**config.mk**
```make
export PLATFORM = sky130hd
export DESIGN_NAME = boot_loader
export DESIGN_NICKNAME = d
export VERILOG_FILES = /design/src/rtl/boot_loader_pkg.sv /design/src/rtl/boot_loader_byte_packer.sv /design/src/rtl/boot_loader.sv
export SDC_FILE = /design/constraint.sdc
export NUM_CORES = 1
export LEC_CHECK = 0
export CAP_MARGIN = 25
export CORE_MARGIN = 1.5
export CORE_UTILIZATION = 58
export CTS_CLUSTER_SIZE = 8
export DETAILED_ROUTE_END_ITERATION = 10
export PLACE_DENSITY = 0.82
export SETUP_SLACK_MARGIN = 0.1
export SLEW_MARGIN = 25
export SYNTH_ARGS = -nofsm -noshare
export SYNTH_HDL_FRONTEND = slang
export SYNTH_HIERARCHICAL = 1
export SYNTH_SLANG_ARGS = --single-unit
```
**constraint.sdc**
```tcl
create_clock -name clk -period 5.4 [get_ports clk]
set_clock_uncertainty 0.1 [all_clocks]
set_input_delay 0.81 -clock clk [delete_from_list [all_inputs] [get_ports clk]]
set_output_delay 0.81 -clock clk [all_outputs]
set_load 0.03 [all_outputs]
```
**src/rtl/boot_loader_pkg.sv**
```systemverilog
// Shared definitions for the boot loader: FSM state encodings and word geometry.
package boot_loader_pkg;

  typedef enum logic [2:0] {
    ST_IDLE  = 3'd0,
    ST_RECV  = 3'd1,
    ST_WRITE = 3'd2,
    ST_RUN   = 3'd3,
    ST_CHECK = 3'd4
  } state_e;

  localparam int unsigned BYTES_PER_WORD = 4;

endpackage

```
**src/rtl/boot_loader_byte_packer.sv**
```systemverilog
// Byte packer: places incoming bytes little-endian into a 32-bit word.
// word_valid pulses (combinationally) on the transfer that completes a word;
// word_o then already contains that final byte.
module byte_packer
  import boot_loader_pkg::*;
(
  input  logic        clk,
  input  logic        reset,
  input  logic        clear,
  input  logic        byte_valid,
  input  logic [7:0]  byte_data,
  output logic [31:0] word_o,
  output logic        word_valid
);

  localparam logic [1:0] LAST_BYTE = 2'(BYTES_PER_WORD - 1);

  logic [1:0]  cnt_q, cnt_d;
  logic [31:0] word_q, word_d;

  // Next byte position and word contents
  always_comb begin
    cnt_d      = cnt_q;
    word_d     = word_q;
    word_valid = 1'b0;
    if (clear) begin
      cnt_d  = '0;
      word_d = '0;
    end else if (byte_valid) begin
      word_d[{cnt_q, 3'b000} +: 8] = byte_data;
      cnt_d                        = cnt_q + 2'd1;
      word_valid                   = (cnt_q == LAST_BYTE);
    end
  end

  // Counter and word registers
  always_ff @(posedge clk) begin
    if (reset) begin
      cnt_q  <= '0;
      word_q <= '0;
    end else begin
      cnt_q  <= cnt_d;
      word_q <= word_d;
    end
  end

  assign word_o = word_d;

endmodule

```
**src/rtl/boot_loader.sv**
```systemverilog
// Boot loader: receives a byte stream, packs it into 32-bit words, writes them
// to instruction memory and releases the core from reset when the load is done.
// Optional trailing-checksum verification is enabled by defining BOOT_CHECKSUM_EN.
module boot_loader
  import boot_loader_pkg::*;
#(
  parameter int unsigned ADDR_WIDTH = 8
) (
  input  logic                  clk,
  input  logic                  reset,
  input  logic                  start,
  input  logic [ADDR_WIDTH:0]   word_count,
  input  logic                  in_valid,
  input  logic [7:0]            in_data,
  output logic                  in_ready,
  output logic                  imem_we,
  output logic [ADDR_WIDTH-1:0] imem_addr,
  output logic [31:0]           imem_wdata,
  output logic                  core_reset,
  output logic                  done,
  output logic                  error
);

  localparam logic [ADDR_WIDTH:0] MAX_WORDS = {1'b1, {ADDR_WIDTH{1'b0}}};
  localparam logic [ADDR_WIDTH:0] ONE       = (ADDR_WIDTH + 1)'(1);

  state_e                state_q, state_d;
  logic [ADDR_WIDTH:0]   count_q, count_d;
  logic [ADDR_WIDTH:0]   word_idx_q, word_idx_d;
  logic                  in_ready_q, in_ready_d;
  logic                  imem_we_q, imem_we_d;
  logic [ADDR_WIDTH-1:0] imem_addr_q, imem_addr_d;
  logic [31:0]           imem_wdata_q, imem_wdata_d;
  logic                  core_reset_q, core_reset_d;
  logic                  done_q, done_d;
  logic                  error_q, error_d;
`ifdef BOOT_CHECKSUM_EN
  logic [7:0]            csum_q, csum_d;
`endif

  logic                  accept;
  logic                  byte_fire;
  logic                  pack_clear;
  logic [31:0]           pack_word;
  logic                  pack_word_valid;

  assign accept    = in_valid && in_ready_q;
  assign byte_fire = accept && (state_q == ST_RECV);

  byte_packer u_packer (
    .clk        (clk),
    .reset      (reset),
    .clear      (pack_clear),
    .byte_valid (byte_fire),
    .byte_data  (in_data),
    .word_o     (pack_word),
    .word_valid (pack_word_valid)
  );

  // Next-state logic; outputs are registered from the next state so they
  // line up with the state they describe.
  always_comb begin
    state_d      = state_q;
    count_d      = count_q;
    word_idx_d   = word_idx_q;
    imem_addr_d  = imem_addr_q;
    imem_wdata_d = imem_wdata_q;
    error_d      = error_q;
    pack_clear   = 1'b0;
`ifdef BOOT_CHECKSUM_EN
    csum_d       = csum_q;
    if (byte_fire) csum_d = csum_q ^ in_data;
`endif
    case (state_q)
      ST_IDLE: begin
        if (start) begin
          if (word_count == '0) begin
`ifdef BOOT_CHECKSUM_EN
            csum_d  = '0;
            state_d = ST_CHECK;
`else
            state_d = ST_RUN;
`endif
          end else if (word_count > MAX_WORDS) begin
            error_d = 1'b1;
          end else begin
            count_d    = word_count;
            word_idx_d = '0;
            error_d    = 1'b0;
            pack_clear = 1'b1;
`ifdef BOOT_CHECKSUM_EN
            csum_d     = '0;
`endif
            state_d    = ST_RECV;
          end
        end
      end
      ST_RECV: begin
        if (pack_word_valid) begin
          imem_wdata_d = pack_word;
          imem_addr_d  = word_idx_q[ADDR_WIDTH-1:0];
          state_d      = ST_WRITE;
        end
      end
      ST_WRITE: begin
        word_idx_d = word_idx_q + ONE;
        if (word_idx_d == count_q) begin
`ifdef BOOT_CHECKSUM_EN
          state_d = ST_CHECK;
`else
          state_d = ST_RUN;
`endif
        end else begin
          state_d = ST_RECV;
        end
      end
      ST_RUN: begin
        state_d = ST_RUN;
      end
`ifdef BOOT_CHECKSUM_EN
      ST_CHECK: begin
        if (accept) begin
          if (in_data == csum_q) begin
            state_d = ST_RUN;
          end else begin
            error_d = 1'b1;
            state_d = ST_IDLE;
          end
        end
      end
`endif
      default: state_d = ST_IDLE;
    endcase

    in_ready_d   = (state_d == ST_RECV) || (state_d == ST_CHECK);
    imem_we_d    = (state_d == ST_WRITE);
    core_reset_d = (state_d != ST_RUN);
    done_d       = (state_d == ST_RUN);
  end

  // State, counters and registered outputs
  always_ff @(posedge clk) begin
    if (reset) begin
      state_q      <= ST_IDLE;
      count_q      <= '0;
      word_idx_q   <= '0;
      in_ready_q   <= 1'b0;
      imem_we_q    <= 1'b0;
      imem_addr_q  <= '0;
      imem_wdata_q <= '0;
      core_reset_q <= 1'b1;
      done_q       <= 1'b0;
      error_q      <= 1'b0;
`ifdef BOOT_CHECKSUM_EN
      csum_q       <= '0;
`endif
    end else begin
      state_q      <= state_d;
      count_q      <= count_d;
      word_idx_q   <= word_idx_d;
      in_ready_q   <= in_ready_d;
      imem_we_q    <= imem_we_d;
      imem_addr_q  <= imem_addr_d;
      imem_wdata_q <= imem_wdata_d;
      core_reset_q <= core_reset_d;
      done_q       <= done_d;
      error_q      <= error_d;
`ifdef BOOT_CHECKSUM_EN
      csum_q       <= csum_d;
`endif
    end
  end

  assign in_ready   = in_ready_q;
  assign imem_we    = imem_we_q;
  assign imem_addr  = imem_addr_q;
  assign imem_wdata = imem_wdata_q;
  assign core_reset = core_reset_q;
  assign done       = done_q;
  assign error      = error_q;

endmodule

```
Fig. 1: nets reached from selected ports
Scale bar: 20 um.
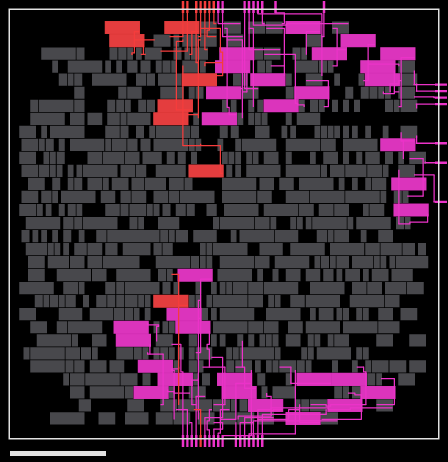
Key: red = imem_addr [bits 8, direction output, end cells 8, buffers 8, wire 205 um]; magenta = imem_wdata [bits 32, direction output, end cells 32, buffers 32, wire 833 um]

Fig. 2: floorplan with the power grid
Scale bar: 20 um. Pins as bars on the die edge.
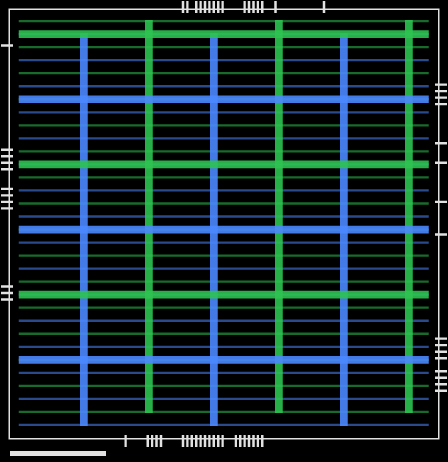
Key: blue = VSS; green = VDD
6 straps on met5. 66 signal pins sit on the boundary. 6 straps on met4.

==> results.ini <==
[routing]
num_vias = 3804
wirelength_um = 10300
antenna_violating_nets_post_route = 0
drt_iter0_drc = 203
first_pass_iters = 5
route.detailed.drc = 0
via_per_inst = 5.69

[sta]
fin_tns_setup_ns = 0
fin_hold_ws_ns = 0.357
slew_violations = 0
post-route-period-util = 0.694
worst_slew_pin_slew_ns = 0.685
hold_viol = 0
setup_slack_ns = 1.65
fmax_mhz = 267
rsz0062_at_grt = no
slew-limit-headroom = 0.543

[power_and_ir_drop]
switchingPower_w = 0.000288
pwr-share-comb = 0.044
p_total_w = 0.00130
leakagePower_nw = 1.85
pwr_density_cell_nw_per_um2 = 254
p_seq_frac = 0.570

[global_routing]
grt_pass1_vias = 3570
grt_use_total = 0.275
antenna_found_initial = 0
grt_first_pass_wirelength_um = 16900

[worst_hold_path]
min_from = imem_wdata[25]
hold_class = reg -> reg

[floorplanning]
die_w_um = 89.4
rows = 31
die.size.y_um = 89.4
coreArea_um2 = 7210
dieArea_um2 = 7980
fp_util = 0.600

[clock_tree]
post_cts_buffers = 0
cts_sinks = 100
post_cts_resized = 0
cts_tree = built
cts_max_level = 3
hold_buffers = 0
clk_pin_slew_ns = 0.09
clockRootBuffer = clkbuf_8

[worst_setup_path]
worstPathArrival_ns = 3.96
worstPathMaxFanout = 42
r2r_start = state_q[2]
r2r-end = core_reset
critPathKind = in -> reg

[synth]
yosysWarnings = 6
syn_avg_cell_area_um2 = 8.25
synth.distinct_cells = 55
synthTopCellsByCount = 105 x nand2_1, 100 x dfxtp_1, 81 x nor2_1
syn_area_um2 = 4330
synth_cells = 524
synth-async-reset-ratio = 0
largest_area_cell = dfxtp_1
ys_area_um2 = 4330
synth_stat.cells = 524
synth_top_area_share = 0.463
synthTopCellsByArea = dfxtp_1 46%, nand2_1 9.1%, a21oi_1 7.1%
synth_flops = 100

[placement]
numPortBuffers = 65
post-place-cells = 653
place_ws_ns = 1.23

[layout]
final_nets = 594
area_growth_pct = 18.7
final_cells = 669
n_fill_cell = 602
drive_gt1_frac = 0.0614

[job]
warning_count = 31

[outcome]
status = complete, no violations

Fig. 3: congestion heat map
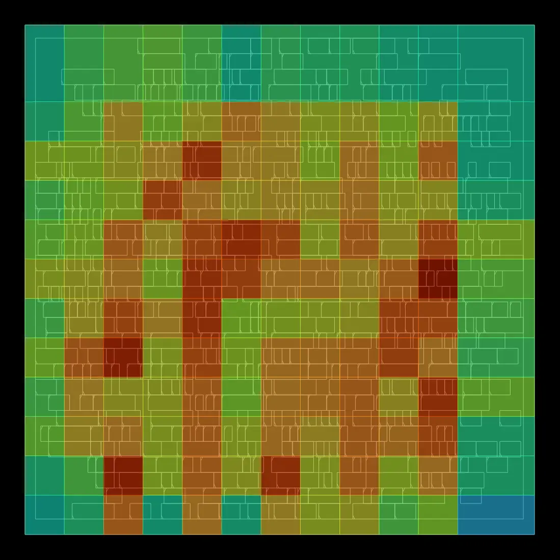
GR Util met3: 0.0526
met2 GRT Util: 0.464
wire per inst: 15.3 um

Fig. 4: cell density map
Scale bar: 20 um. The die is cut into 9 by 9 equal tiles; black is low, pale yellow is high, 0 to 100% covered.
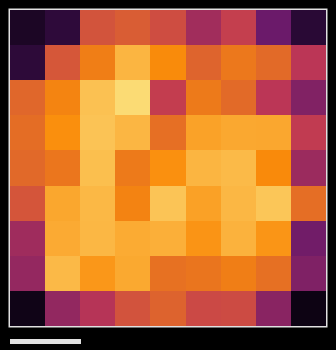
The fullest tile reaches 92%. The mean over all tiles is 63%. 36% of the tiles are over 75% full.

-- worst max path at each step --
stage | from | end | slack (ns) | depth (start not counted)
4_1_cts | word_count[0] | u_packer/cnt_q[1] | 1.61 | 9
3_5_place_dp | word_count[0] | u_packer/cnt_q[1] | 1.23 | 9
5_1_grt | word_count[5] | done | 1.22 | 12
3_3_place_gp | word_count[0] | u_packer/cnt_q[1] | 1.34 | 9
2_1_floorplan | word_count[0] | imem_wdata[0] | 2.53 | 13
6_report | word_count[0] | core_reset | 1.65 | 12
-- flip-flops by register name, summed over array words and instances, names as in the netlist, 2 cells and up --
name / count
imem_addr: 8
u_packer/cnt_q: 2
word_idx_q: 9
count_q: 9
u_packer/word_q: 32
imem_wdata: 32
state_q: 3
-- through the flow --
| stage | area [um^2] | utilization |
|---|---|---|
| after floorplan | 4330 | - |
| after global placement | 4920 | 0.682 |
| after detailed placement | 4920 | 0.682 |
| after CTS | 5140 | 0.712 |
| after global routing | 5140 | 0.712 |
| final | 5140 | 0.712 |
-- per-layer routing --
metal	share of wire	routed length, um	global-route usage	vias up
met1	0.43	4440	0.353	1809
met2	0.50	5170	0.464	108
met4	0.016	165	0.0937	0
li1	-	-	-	1871
met3	0.048	490	0.0526	16
met5	0	0	0	-
-- cells in the final DEF, fill, tap and decap left out, types with 2 or more instances in the layout --
cell type / n
ha_1: 8
nand4_1: 4
a21o_1: 2
or3_1: 5
buf_4: 3
xor2_1: 2
o21ai_1: 10
a21oi_1: 61
clkbuf_8: 12
dfxtp_1: 100
nor2_1: 81
nor2b_1: 8
xnor2_1: 10
inv_1: 8
and3_1: 2
inv_2: 2
clkdlybuf4s50_1: 64
nand2_1: 105
and3b_1: 4
a32oi_1: 33
nand2b_1: 2
and4_1: 3
nand3_1: 5
o31a_1: 2
nand3b_1: 2
nor4_1: 2
-- worst max-delay path: stages --
cell             delay [ns]
clkdlybuf4s50_1        0.42
nor4_1                 0.31
nand2_1                0.12
inv_1                  0.07
ha_1                   0.12
nand4_1                0.35
inv_2                  0.67
nor2_1                 0.24
a32oi_1                0.26
a2bb2oi_1              0.28
nand2b_1               0.17
o31a_1                 0.13
-- area by class of cell --
class	instances	area, um^2	share of cell area
multi-input combinational	376	2090	0.407
sequential	100	2000	0.390
clock inverter	3	43.8	0.00853
timing repair buffer	68	668	0.130
inverter	10	37.5	0.00731
clock buffer	13	169	0.0329
tap	99	124	0.0241
-- cells by family (layout without fill, tap and decap cells) --
group / Yosys count / in the layout / share of synthesized area
AND-OR/OR-AND: 118 / 118 / 0.180
XOR/XNOR: 13 / 13 / 0.0281
adder cells (fa/ha/maj): 8 / 8 / 0.0231
buffers and inverters: 48 / 94 / 0.0535
flip-flops: 100 / 100 / 0.463
other: 1 / 1 / 0.000867
AND/OR/NAND/NOR: 236 / 236 / 0.251
-- power by group through the flow --
stage | registers, W | logic [W] | clock network, W
global route | 0.000744 | 0.0000625 | 0.000542
CTS | 0.000743 | 0.0000573 | 0.000507
detailed placement | 0.000761 | 0.0000569 | 0
finish | 0.000743 | 0.0000574 | 0.000502
global placement | 0.000760 | 0.0000558 | 0
floorplan | 0.000761 | 0.0000302 | 0
Power and IR drop assume default switching activity.
